[src/rtl/approx_mult_pkg.sv]
// Shared constants and helpers for the tiled approximate multiplier.
package approx_mult_pkg;

  localparam int TILE_W   = 4;
  localparam int TILE_P_W = 8;

  // N1 approximate 4x4 cell: low columns are ORed instead of summed.
  function automatic logic [TILE_P_W-1:0] n1_mul4(logic [TILE_W-1:0] x, logic [TILE_W-1:0] y);
    logic [TILE_W-1:0][TILE_W-1:0] p;
    logic [TILE_P_W-1:0] r;
    logic c;
    for (int i = 0; i < TILE_W; i++)
      for (int j = 0; j < TILE_W; j++)
        p[i][j] = x[i] & y[j];
    c    = p[2][2] & (p[1][3] | p[3][1]);
    r[0] = p[0][0];
    r[1] = p[1][0] | p[0][1];
    r[2] = p[2][0] | p[1][1] | p[0][2];
    r[3] = p[3][0] | p[2][1] | p[1][2] | p[0][3];
    r[4] = p[3][1] | p[2][2] | p[1][3];
    r[5] = p[3][2] ^ p[2][3] ^ c;
    r[6] = (p[3][3] & ~p[2][2]) | (~p[3][3] & p[2][2] & (p[3][1] | p[1][3]));
    r[7] = p[2][2] & p[3][3];
    return r;
  endfunction

  function automatic bit tile_is_approx(int i, int j, int approx_cols);
    return (i + j) < approx_cols;
  endfunction

endpackage

[src/rtl/mul4_tile.sv]
// One 4x4 tile: exact product or the N1 approximation.
module mul4_tile
  import approx_mult_pkg::*;
(
  input  logic [TILE_W-1:0]   x,
  input  logic [TILE_W-1:0]   y,
  input  logic                use_n1,
  output logic [TILE_P_W-1:0] p
);

  logic [TILE_P_W-1:0] p_exact;

  assign p_exact = {4'b0, x} * {4'b0, y};
  assign p       = use_n1 ? n1_mul4(x, y) : p_exact;

endmodule

[src/rtl/approx_rec_mult_pipe.sv]
// Two-stage recursive multiplier: S1 registers tile products, S2 registers the weighted sum.
module approx_rec_mult_pipe
  import approx_mult_pkg::*;
#(
  parameter int WIDTH       = 8,
  parameter int APPROX_COLS = 2,
  parameter int TAG_W       = 4
) (
  input  logic               clk,
  input  logic               rst,
  input  logic               in_valid,
  output logic               in_ready,
  input  logic [WIDTH-1:0]   in_a,
  input  logic [WIDTH-1:0]   in_b,
  input  logic               in_approx,
  input  logic [TAG_W-1:0]   in_tag,
  output logic               out_valid,
  input  logic               out_ready,
  output logic [2*WIDTH-1:0] out_p,
  output logic [TAG_W-1:0]   out_tag,
  output logic               out_approx
);

  localparam int T  = WIDTH / TILE_W;
  localparam int NT = T * T;
  localparam int PW = 2 * WIDTH;
  localparam int AW = 2 * WIDTH + 2;

  if (WIDTH % TILE_W != 0 || WIDTH < TILE_W) begin : g_bad_width
    $error("approx_rec_mult_pipe: WIDTH must be a multiple of 4 and >= 4");
  end
  if (APPROX_COLS > 2 * T - 1) begin : g_bad_cols
    $error("approx_rec_mult_pipe: APPROX_COLS exceeds 2*T-1");
  end

  logic                          advance, accept;
  logic [1:0]                    vld_pipe;
  logic [NT-1:0][TILE_P_W-1:0]   tile_p, s1_p;
  logic [TAG_W-1:0]              s1_tag;
  logic                          s1_approx;
  logic [AW-1:0]                 sum;
  logic                          unused_sum_hi;

  assign advance   = ~out_valid | out_ready;
  assign in_ready  = advance;
  assign accept    = in_valid & advance;
  assign out_valid = vld_pipe[1];

  for (genvar i = 0; i < T; i++) begin : g_row
    for (genvar j = 0; j < T; j++) begin : g_col
      localparam bit TILE_APPROX = tile_is_approx(i, j, APPROX_COLS);
      mul4_tile u_tile (
        .x      (in_a[TILE_W*i +: TILE_W]),
        .y      (in_b[TILE_W*j +: TILE_W]),
        .use_n1 (in_approx & TILE_APPROX),
        .p      (tile_p[i*T+j])
      );
    end
  end

  // Tile (i,j) carries weight 2^(4*(i+j)); the two guard bits are dropped on output.
  always_comb begin
    sum = '0;
    for (int i = 0; i < T; i++)
      for (int j = 0; j < T; j++)
        sum = sum + (AW'(s1_p[i*T+j]) << (TILE_W * (i + j)));
  end
  assign unused_sum_hi = ^sum[AW-1:PW];

  always_ff @(posedge clk) begin
    if (rst) begin
      vld_pipe   <= '0;
      s1_p       <= '0;
      s1_tag     <= '0;
      s1_approx  <= 1'b0;
      out_p      <= '0;
      out_tag    <= '0;
      out_approx <= 1'b0;
    end else if (advance) begin
      vld_pipe <= {vld_pipe[0], accept};
      if (accept) begin
        s1_p      <= tile_p;
        s1_tag    <= in_tag;
        s1_approx <= in_approx;
      end
      if (vld_pipe[0]) begin
        out_p      <= sum[PW-1:0];
        out_tag    <= s1_tag;
        out_approx <= s1_approx;
      end
    end
  end

endmodule

[config.mk]
export PLATFORM = sky130hd
export DESIGN_NAME = approx_rec_mult_pipe
export DESIGN_NICKNAME = d
export VERILOG_FILES = /design/src/rtl/approx_mult_pkg.sv /design/src/rtl/mul4_tile.sv /design/src/rtl/approx_rec_mult_pipe.sv
export SDC_FILE = /design/constraint.sdc
export NUM_CORES = 1
export LEC_CHECK = 0
export CORE_MARGIN = 2
export CORE_UTILIZATION = 40
export CTS_BUF_LIST = sky130_fd_sc_hd__clkbuf_4 sky130_fd_sc_hd__clkbuf_8
export CTS_CLUSTER_DIAMETER = 60
export DETAILED_ROUTE_END_ITERATION = 7
export SETUP_SLACK_MARGIN = 0.02
export SLEW_MARGIN = 10
export SYNTH_ARGS = -nofsm -noshare
export SYNTH_HDL_FRONTEND = slang
export SYNTH_HIERARCHICAL = 1
export SYNTH_SLANG_ARGS = --single-unit
[constraint.sdc]
create_clock -name clk -period 8.7 [get_ports clk]
set_input_delay 1.74 -clock clk [delete_from_list [all_inputs] [get_ports clk]]
set_output_delay 1.74 -clock clk [all_outputs]
set_load 0.005 [all_outputs]
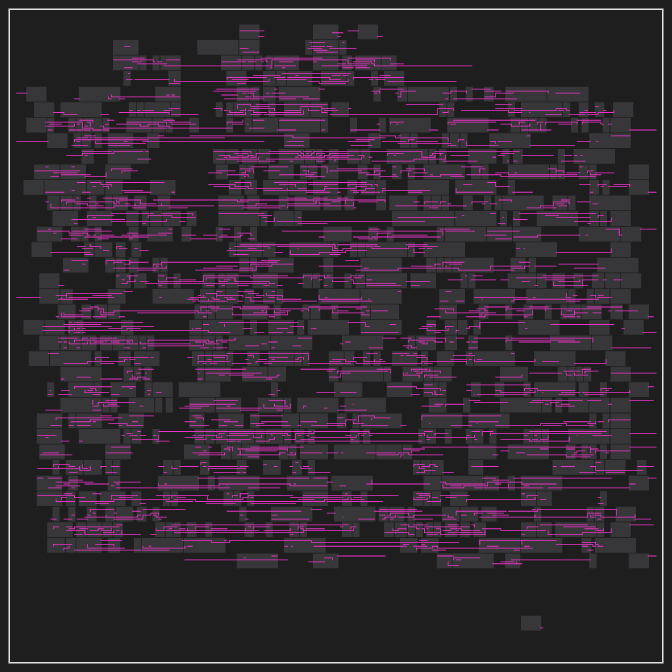
layer_met1.png
wire length on this layer = 5350 um
nets with wire on the layer = 701

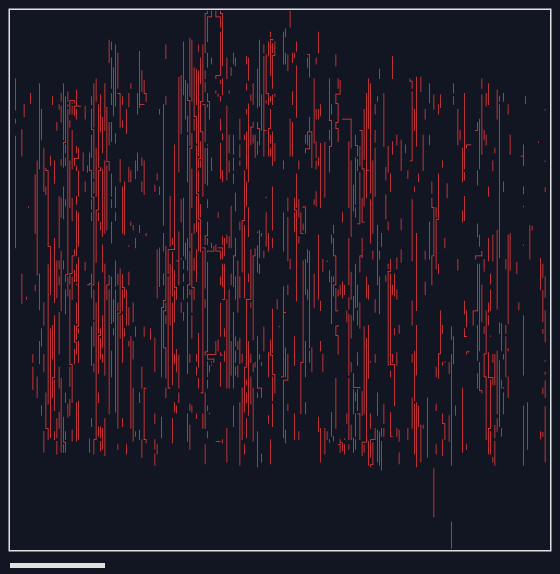
layer_met2.png
Scale bar: 20 um.
nets with wire on the layer = 617
share of all routed wire = 46%
longest straight run = 34.8 um

[per-stage QoR]
step | utilization, % | instance area [um2]
finish | 47.3 | 5630
global route | 47.3 | 5630
CTS | 47.3 | 5630
detailed placement | 45.5 | 5430
global placement | 45.5 | 5430
floorplan | - | 4850
[tightest hold or removal path, delay by kind of cell, from the launching register on]
| family | cells | cell delay [ps] |
|---|---|---|
| DFF | 1 | 310 |
| AOI/OAI and AO/OA | 1 | 50 |
| and+or+nand+nor | 1 | 50 |
[layer usage]
layer | up-vias | track usage [%] | wire length, um
li1 | 2129 | - | -
met1 | 1946 | 25.3 | 5350
met2 | 112 | 28.5 | 5100
met3 | 12 | 3.40 | 577
met4 | 0 | 4.39 | 116
met5 | - | 0 | 0
[area by class of cell]
type | count | area share (%)
multi-input combinational | 494 | 60.9
sequential | 60 | 21.3
timing repair buffer | 50 | 8.66
clock buffer | 12 | 2.82
tap | 147 | 3.27
clock inverter | 4 | 0.844
inverter | 33 | 2.20
[power groups by stage]
stage	logic [mW]	registers, mW	clock network, mW
6_report	0.248	0.304	0.256
5_1_grt	0.285	0.306	0.275
4_1_cts	0.249	0.304	0.262
3_5_place_dp	0.246	0.311	0
3_3_place_gp	0.241	0.310	0
2_1_floorplan	0.175	0.308	0
[cells by family after synthesis]
group | Yosys count | synth area share (%)
xor+xnor | 22 | 3.98
compound gates | 139 | 17.7
simple gates | 240 | 22.2
buf+inv | 57 | 4.53
flops | 60 | 24.8
other cells | 1 | 0.0775
fa+ha+maj | 85 | 25.9
mux | 4 | 0.828
[how the worst min path moves through the flow]
| stage | startpoint | endpoint | slack (ps) | cells past startpoint |
|---|---|---|---|---|
| after detailed placement | s1_approx | out_approx | 440 | 2 |
| after global placement | s1_tag[2] | out_tag[2] | 440 | 2 |
| final | s1_approx | out_approx | 450 | 2 |
| after CTS | s1_approx | out_approx | 450 | 2 |
| after floorplan | s1_approx | out_approx | 430 | 2 |
| after global routing | s1_tag[1] | out_tag[1] | 470 | 2 |
[Yosys cell counts (4+ instances only)]
cell | number | area share, %
o21ai_1 | 6 | 0.62
o21ai_0 | 17 | 1.8
inv_1 | 33 | 2.6
nand3_1 | 5 | 0.52
o31ai_2 | 4 | 1.0
a22oi_1 | 4 | 0.62
buf_1 | 4 | 0.31
a211oi_2 | 4 | 1.0
a41oi_1 | 4 | 0.72
xor2_1 | 11 | 2.0
buf_2 | 4 | 0.41
clkbuf_1 | 16 | 1.2
xnor2_1 | 11 | 2.0
nor2_1 | 27 | 2.1
and2_1 | 46 | 5.9
o21a_1 | 4 | 0.62
mux2i_1 | 4 | 0.83
nor3_1 | 13 | 1.3
fa_1 | 25 | 10
a21o_2 | 4 | 0.72
a211oi_1 | 4 | 0.62
a31oi_1 | 5 | 0.65
dfxtp_1 | 60 | 25
nand2_1 | 137 | 11
ha_1 | 60 | 16
nor3b_1 | 5 | 0.78
a21oi_1 | 74 | 7.7
[sequential cells by signal, summed over array words and instances, names as in the netlist]
signal / flops
s1_p: 32
out_p: 16
out_tag: 4
s1_tag: 4
vld_pipe: 2
out_approx: 1
s1_approx: 1
==> flow_metrics.env <==
# source this file to load flow results
export IMPL_p_comb_share_pct=30.7
export IMPL_antenna_found_initial=0
export IMPL_ys_seq_share_pct=24.8
export IMPL_syn_inst=608
export IMPL_drt_pass1_iter_count=4
export IMPL_max_cap_violations=0
export IMPL_final_cell_count_no_fill=800
export IMPL_cts_tree="built"
export IMPL_chipArea_um2=13000
export IMPL_p_int_uw=550
export IMPL_power_leakage_nw=2.53
export IMPL_ys_warn_count=6
export IMPL_drt_wl_total_um=11100
export IMPL_wl_per_cell_um=13.9
export IMPL_power_frac_seq_pct=37.7
export IMPL_initial_utilization_pct=40.6
export IMPL_regArea_um2=1200
export IMPL_postCtsHoldBufs=0
export IMPL_post_dp_hpwl_um=8530
export IMPL_cp_arrival_ps=5000
export IMPL_nets=758
export IMPL_max_slew_worst_pin_slew_ps=1180
export IMPL_synthDistinctLibCells=37
export IMPL_route_detailed_drc=0
export IMPL_routabilityCongestion=0.887
export IMPL_fin_crit_sh_pct=55.7
export IMPL_row_count=40
export IMPL_lay_top_count="nand2_1"
export IMPL_pre_cts_ws_ps=3510
export IMPL_power_share_clock_pct=31.7
export IMPL_htreeDepth=3
export IMPL_crit_top_cell="fa_1"
export IMPL_crit_buf_inv=2
export IMPL_synth_flops=60
export IMPL_slew_headroom_pct=21.3
export IMPL_grt_pass1_wl_um=19000
export IMPL_hold_viol_final=0
export IMPL_startpoint_type="primary input"
export IMPL_die_w_um=114
export IMPL_worstSetupStartpoint="in_b[3]"
export IMPL_tool_warnings=30
export IMPL_holdWs_ps=450
export IMPL_cellPowerDensity_nw_per_um2=144
export IMPL_synthArstFlopShare_pct=0
export IMPL_crit_required_ps=8860
export IMPL_dpl_cell_count=784
export IMPL_setup_worst_path_class="in2reg"
export IMPL_clock_latency_late_pin_ps=330
export IMPL_grt_ovfl_total=0
export IMPL_post_cts_resized=0
export IMPL_total_power_uw=808
export IMPL_grt_start_max_net_pins=66
export IMPL_crit_path_end_kind="flip-flop"
export IMPL_ir_drop_uv=67.3
export IMPL_status="complete, no violations"
export IMPL_r2r_setup_slack_ps=6010
export IMPL_fin_worst_skew_ps=11.2
export IMPL_ys_area_um2=4840
export IMPL_fillers=1215
export IMPL_crit_end="s1_p[6]"
export IMPL_setup_viol=0
export IMPL_edf_count=0
export IMPL_crit_cells=12
export IMPL_crit_family="adder cells"
export IMPL_cp_cell_sequence="clkdlybuf4s50_1 -> nand2_1 -> fa_1 -> inv_1 -> fa_1 -> fa_1 -> a21o_2 -> a21oi_1 -> xor2_1 -> o21ai_0 -> nand2_1 -> a21oi_1"
export IMPL_setup_slack_ps=3860
export IMPL_slew_viol_final=0
export IMPL_grtUsageTotal_pct=18.0
export IMPL_cts_buffers=9
export IMPL_grt_setup_unrepaired="false"
export IMPL_core_um2=11900
export IMPL_io_pins=48
export IMPL_hp_class="reg2reg"
export IMPL_swShare_pct=32.0
export IMPL_ys_cells=608
export IMPL_postCtsSetupBuffers=0
export IMPL_fmax_ghz=0.207
export IMPL_root_buffer="clkbuf_8"
export IMPL_syn_area_um2=4840
